### Sizing map

Bar = 50 um.
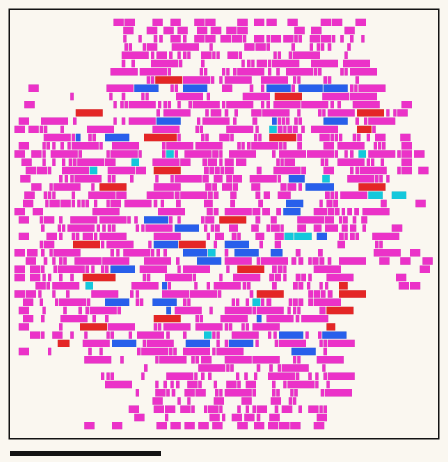
### Clock network drawn from the DEF

Bar = 50 um.
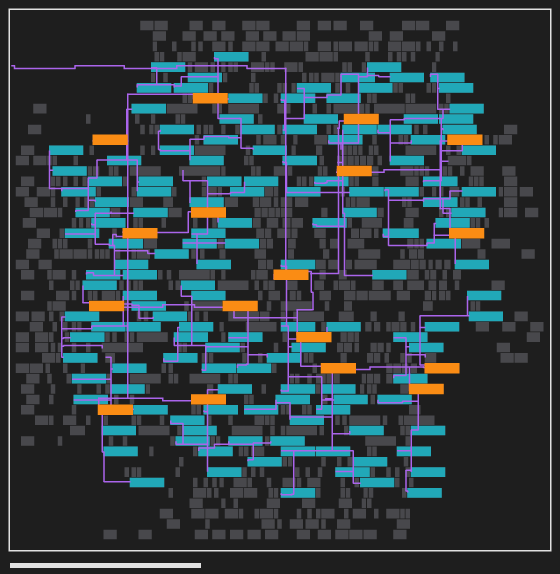
### Register map, names as in the netlist

Other sequential cells in the stronger grey, the rest of the logic in the fainter grey.
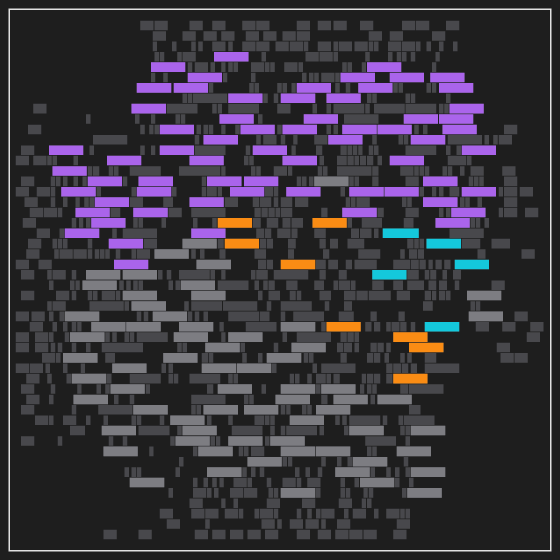
### M4 wires

Supply wires on this layer in grey.
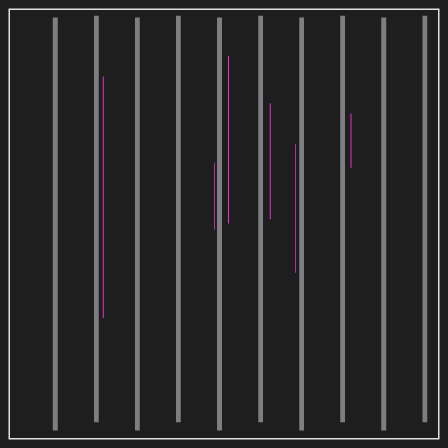
### The clock network

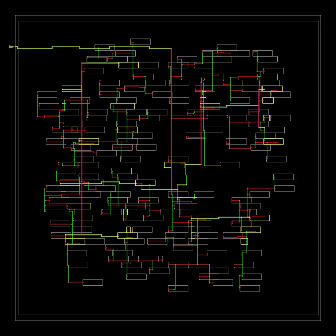
### src/rtl/count_dump.sv
// count_dump: readout stage for the two-channel event counter.
// A request snapshots both 64-bit counts, then streams an 18-byte frame
// (header, count0 MSB-first, count1 MSB-first, XOR checksum) over a
// byte-wide valid/ready link.
module count_dump (
   input  logic        clk,
   input  logic        rst_n,
   input  logic [63:0] count0,
   input  logic [63:0] count1,
   input  logic        req,
   input  logic        ready,
   output logic        busy,
   output logic [7:0]  data,
   output logic        valid,
   output logic        done
);

   localparam logic [7:0] HEADER   = 8'hA5;
   localparam logic [4:0] LAST_IDX = 5'd17;

   typedef enum logic {
      IDLE = 1'b0,
      SEND = 1'b1
   } state_t;

   state_t      state_q, state_d;
   logic [4:0]  idx_q,   idx_d;
   logic [63:0] snap0_q, snap0_d;
   logic [63:0] snap1_q, snap1_d;
   logic [7:0]  csum_q,  csum_d;
   logic        done_q,  done_d;

   logic [2:0]  byte_sel;
   logic [7:0]  byte_val;

   // Pick byte 'sel' of a 64-bit word, counting from the most significant byte.
   function automatic logic [7:0] msb_byte(input logic [63:0] word, input logic [2:0] sel);
      logic [63:0] shifted;
      shifted = word << {sel, 3'b000};
      return shifted[63:56];
   endfunction

   // Idx 1..8 and 9..16 both map onto byte positions 0..7 via the low index bits.
   assign byte_sel = idx_q[2:0] - 3'd1;

   // Current frame byte as a function of the index and the held snapshot.
   always_comb begin
      byte_val = 8'h00;
      if (state_q == SEND) begin
         if (idx_q == 5'd0) begin
            byte_val = HEADER;
         end else if (idx_q <= 5'd8) begin
            byte_val = msb_byte(snap0_q, byte_sel);
         end else if (idx_q <= 5'd16) begin
            byte_val = msb_byte(snap1_q, byte_sel);
         end else begin
            byte_val = csum_q;
         end
      end
   end

   // Next-state logic: request accept, per-transfer index/checksum update, frame end.
   always_comb begin
      // NOTE: every signal gets its hold value first, so no branch can leave one
      // unassigned and infer a latch.
      state_d = state_q;
      idx_d   = idx_q;
      snap0_d = snap0_q;
      snap1_d = snap1_q;
      csum_d  = csum_q;
      done_d  = 1'b0;
      case (state_q)
         IDLE: begin
            if (req) begin
               state_d = SEND;
               idx_d   = 5'd0;
               snap0_d = count0;
               snap1_d = count1;
               csum_d  = 8'h00;
            end
         end
         SEND: begin
            if (ready) begin
               if (idx_q >= 5'd1 && idx_q <= 5'd16) begin
                  csum_d = csum_q ^ byte_val;
               end
               if (idx_q == LAST_IDX) begin
                  state_d = IDLE;
                  idx_d   = 5'd0;
                  done_d  = 1'b1;
               end else begin
                  idx_d = idx_q + 5'd1;
               end
            end
         end
         default: begin
            state_d = IDLE;
            idx_d   = 5'd0;
         end
      endcase
   end

   // State and datapath registers with asynchronous active-low reset.
   always_ff @(posedge clk or negedge rst_n) begin
      if (!rst_n) begin
         state_q <= IDLE;
         idx_q   <= 5'd0;
         // NOTE: the snapshot and checksum registers are reset as well, so the
         // block leaves reset in a completely defined state.
         snap0_q <= 64'd0;
         snap1_q <= 64'd0;
         csum_q  <= 8'h00;
         done_q  <= 1'b0;
      end else begin
         // NOTE: non-blocking assignments so every register samples pre-edge values.
         state_q <= state_d;
         idx_q   <= idx_d;
         snap0_q <= snap0_d;
         snap1_q <= snap1_d;
         csum_q  <= csum_d;
         done_q  <= done_d;
      end
   end

   assign busy  = (state_q == SEND);
   assign valid = (state_q == SEND);
   assign data  = byte_val;
   assign done  = done_q;

endmodule

### config.mk
export PLATFORM = sky130hd
export DESIGN_NAME = count_dump
export DESIGN_NICKNAME = d
export VERILOG_FILES = /design/src/rtl/count_dump.sv
export SDC_FILE = /design/constraint.sdc
export NUM_CORES = 1
export LEC_CHECK = 0
export CORE_UTILIZATION = 35
export DETAILED_ROUTE_END_ITERATION = 12
export PLACE_DENSITY = 0.64
export SYNTH_ARGS = -nofsm -noshare
export SYNTH_HDL_FRONTEND = slang
export SYNTH_SLANG_ARGS = --single-unit
### constraint.sdc
create_clock -name clk -period 8.7 [get_ports clk]
set_input_delay 1.74 -clock clk [delete_from_list [all_inputs] [get_ports clk]]
set_output_delay 1.74 -clock clk [all_outputs]
set_load 0.1 [all_outputs]
==> CHANGELOG.md <==
### Metrics

* Leading cell type in the layout, fill and taps excluded: nand2_1
* Xor/xnor share of the synthesized area at less than 1%
* Worst IR drop on VDD at between 0.00015 and 0.0002 V
* Run status: finished, final reports clean
* GRT Total Usage at approximately 19%
* Path class of the lowest-slack min-delay path: reg -> reg
* Power in combinational cells at 0.927 mW
* Longest individual stage delay on the worst path at 1.17 ns
* Minimum setup slack after placement at between 3 and 4 ns
* Number of rows created at floorplan at 50
* And-or/or-and share of the synthesized area at under 10%
* Setup repair after global routing missed its margin: false
* Most frequent cell after synthesis: nand2_1
* Number of global-route vias before repair at approximately 5400
* Hold buffer count at cts at 0
* Instance count of the mapped netlist at 768
* Buffers from clock root to sink, at most at 2
* Clock Power Share at between 20% and 30%
* Number of enable-type register cells in the synthesized netlist at 0
* Boundary Pins at around 140
* Most numerous logic cells after layout: nand2_1, dfrtp_1, clkdlybuf4s50_1, mux4_2, o21ai_0
* Register area at 3580 um2
* Max Freq at around 160 MHz
* Drt first pass iters at 4
* Share of synthesized cell area in and, or, nand and nor gates at between 20% and 30%
* Switching power summed over all nets at around 0.95 mW
* Fin. Hold Viols at 0
* Leading power group: combinational logic
* Worst setup path category: reg -> out
* CTS tree: done
* Cell class contributing the biggest share of worst-path delay: buffers and inverters
* Sum of buffers and inverters on the critical path at 2
* Final-report setup violation count at 0
* Weighted congestion at the end of routability-driven global placement at between 0.8 and 0.9
* H-tree levels at 4
* Clock sink count at between 100 and 150
* Final cycle utilization of the critical path at between 70% and 80%
* Data arrival time of the critical path at between 4 and 5 ns
* Post-synthesis share of cell area spent on full adders, half adders and majority gates at less than 1%
## Picture notes: 'Sizing map'
[blue] x2 | cells: 35 | share: 3.9% | most used: mux4_2
[cyan] x3 and x4 | cells: 14 | share: 1.6%
[red] x6 and larger | cells: 23 | share: 2.6% | most used: clkbuf_16
[magenta] x1 and smaller | cells: 828 | share: 92% | most used: nand2_1
Non-clock buffers: 147
final worst-path setup slack: 2.54 ns
post-route cell area: 8990 um2

## Picture notes: 'Clock network drawn from the DEF'
[cyan] flip-flops | count: 143
[purple] clock wires | length: 1810 um
[orange] clock-net drivers | count: 17
routed clock nets: 18
flops lie: spread over the die

## Picture notes: 'Register map, names as in the netlist'
[purple] `snap0_q` | sequential cells: 64 | where: a band across the top
[orange] `csum_q` | sequential cells: 8
[cyan] `idx_q` | sequential cells: 5 | where: right middle
not coloured: 66

## Picture notes: 'M4 wires'
nets with wire on the layer: 4
longest straight run: 79.6 um
main direction: vertical
share of all routed wire: 1.5%
total via count after detailed routing: 5543
Final Routed Wirelength: 17600 um

## Picture notes: 'The clock network'
clkbuf count: 18
number of buffers created by CTS: 17
Clk power: 0.713 mW
setup clock skew after layout: 0.00675 ns

## state kept, by name, indices dropped and copies added, names as in the netlist
register,flops
busy,1
csum_q,8
done,1
idx_q,5
snap0_q,64
snap1_q,64
## layer usage
layer | routed length [um] | GRT usage [%] | vias to the layer above
li1 | - | - | 2732
met1 | 8180 | 25.6 | 2661
met2 | 8320 | 28.8 | 133
met3 | 831 | 4.45 | 17
met4 | 254 | 6.00 | 0
met5 | 0 | 0 | -
## per-stage QoR
| step | power (mW) | utilization, % | instances | hold slack [ns] | area (um2) |
|---|---|---|---|---|---|
| floorplan | 1.49 | - | 768 | 0.438 | 6810 |
| finish | 2.47 | 47.6 | 1160 | 0.470 | 8990 |
| global route | 2.59 | 47.6 | 1160 | 0.494 | 8990 |
| detailed placement | 1.77 | 44.5 | 1128 | 0.458 | 8410 |
| CTS | 2.49 | 47.6 | 1160 | 0.473 | 8990 |
| global placement | 1.76 | 44.5 | 1128 | 0.452 | 8410 |
## worst paths after layout
path                                          from                      end  slack (ns)  cells after the start
min in group asynchronous                    rst_n  snap1_q[28]$_DFFE_PN0P_        1.34                      1
min reg2reg                snap0_q[17]$_DFFE_PN0P_  snap0_q[17]$_DFFE_PN0P_        0.47                      2
max                           idx_q[1]$_DFFE_PN0P_                  data[5]        2.54                      8
max reg2reg                   idx_q[1]$_DFFE_PN0P_    csum_q[7]$_DFFE_PN0P_        5.47                      8
min                        snap0_q[17]$_DFFE_PN0P_  snap0_q[17]$_DFFE_PN0P_        0.47                      2
max in group asynchronous                    rst_n     idx_q[0]$_DFFE_PN0P_        6.02                      2
## final cells by class
cell class	count	share of cell area [%]
Clock inverter	14	1.56
Timing Repair Buffer	147	16.2
Clock buffer	18	4.89
Multi-Input combinational cell	576	33.8
Sequential cell	143	39.8
Inverter	2	0.0835
Tap cell	260	3.62
No activity file was given, so power comes from the tool's default toggle rates.
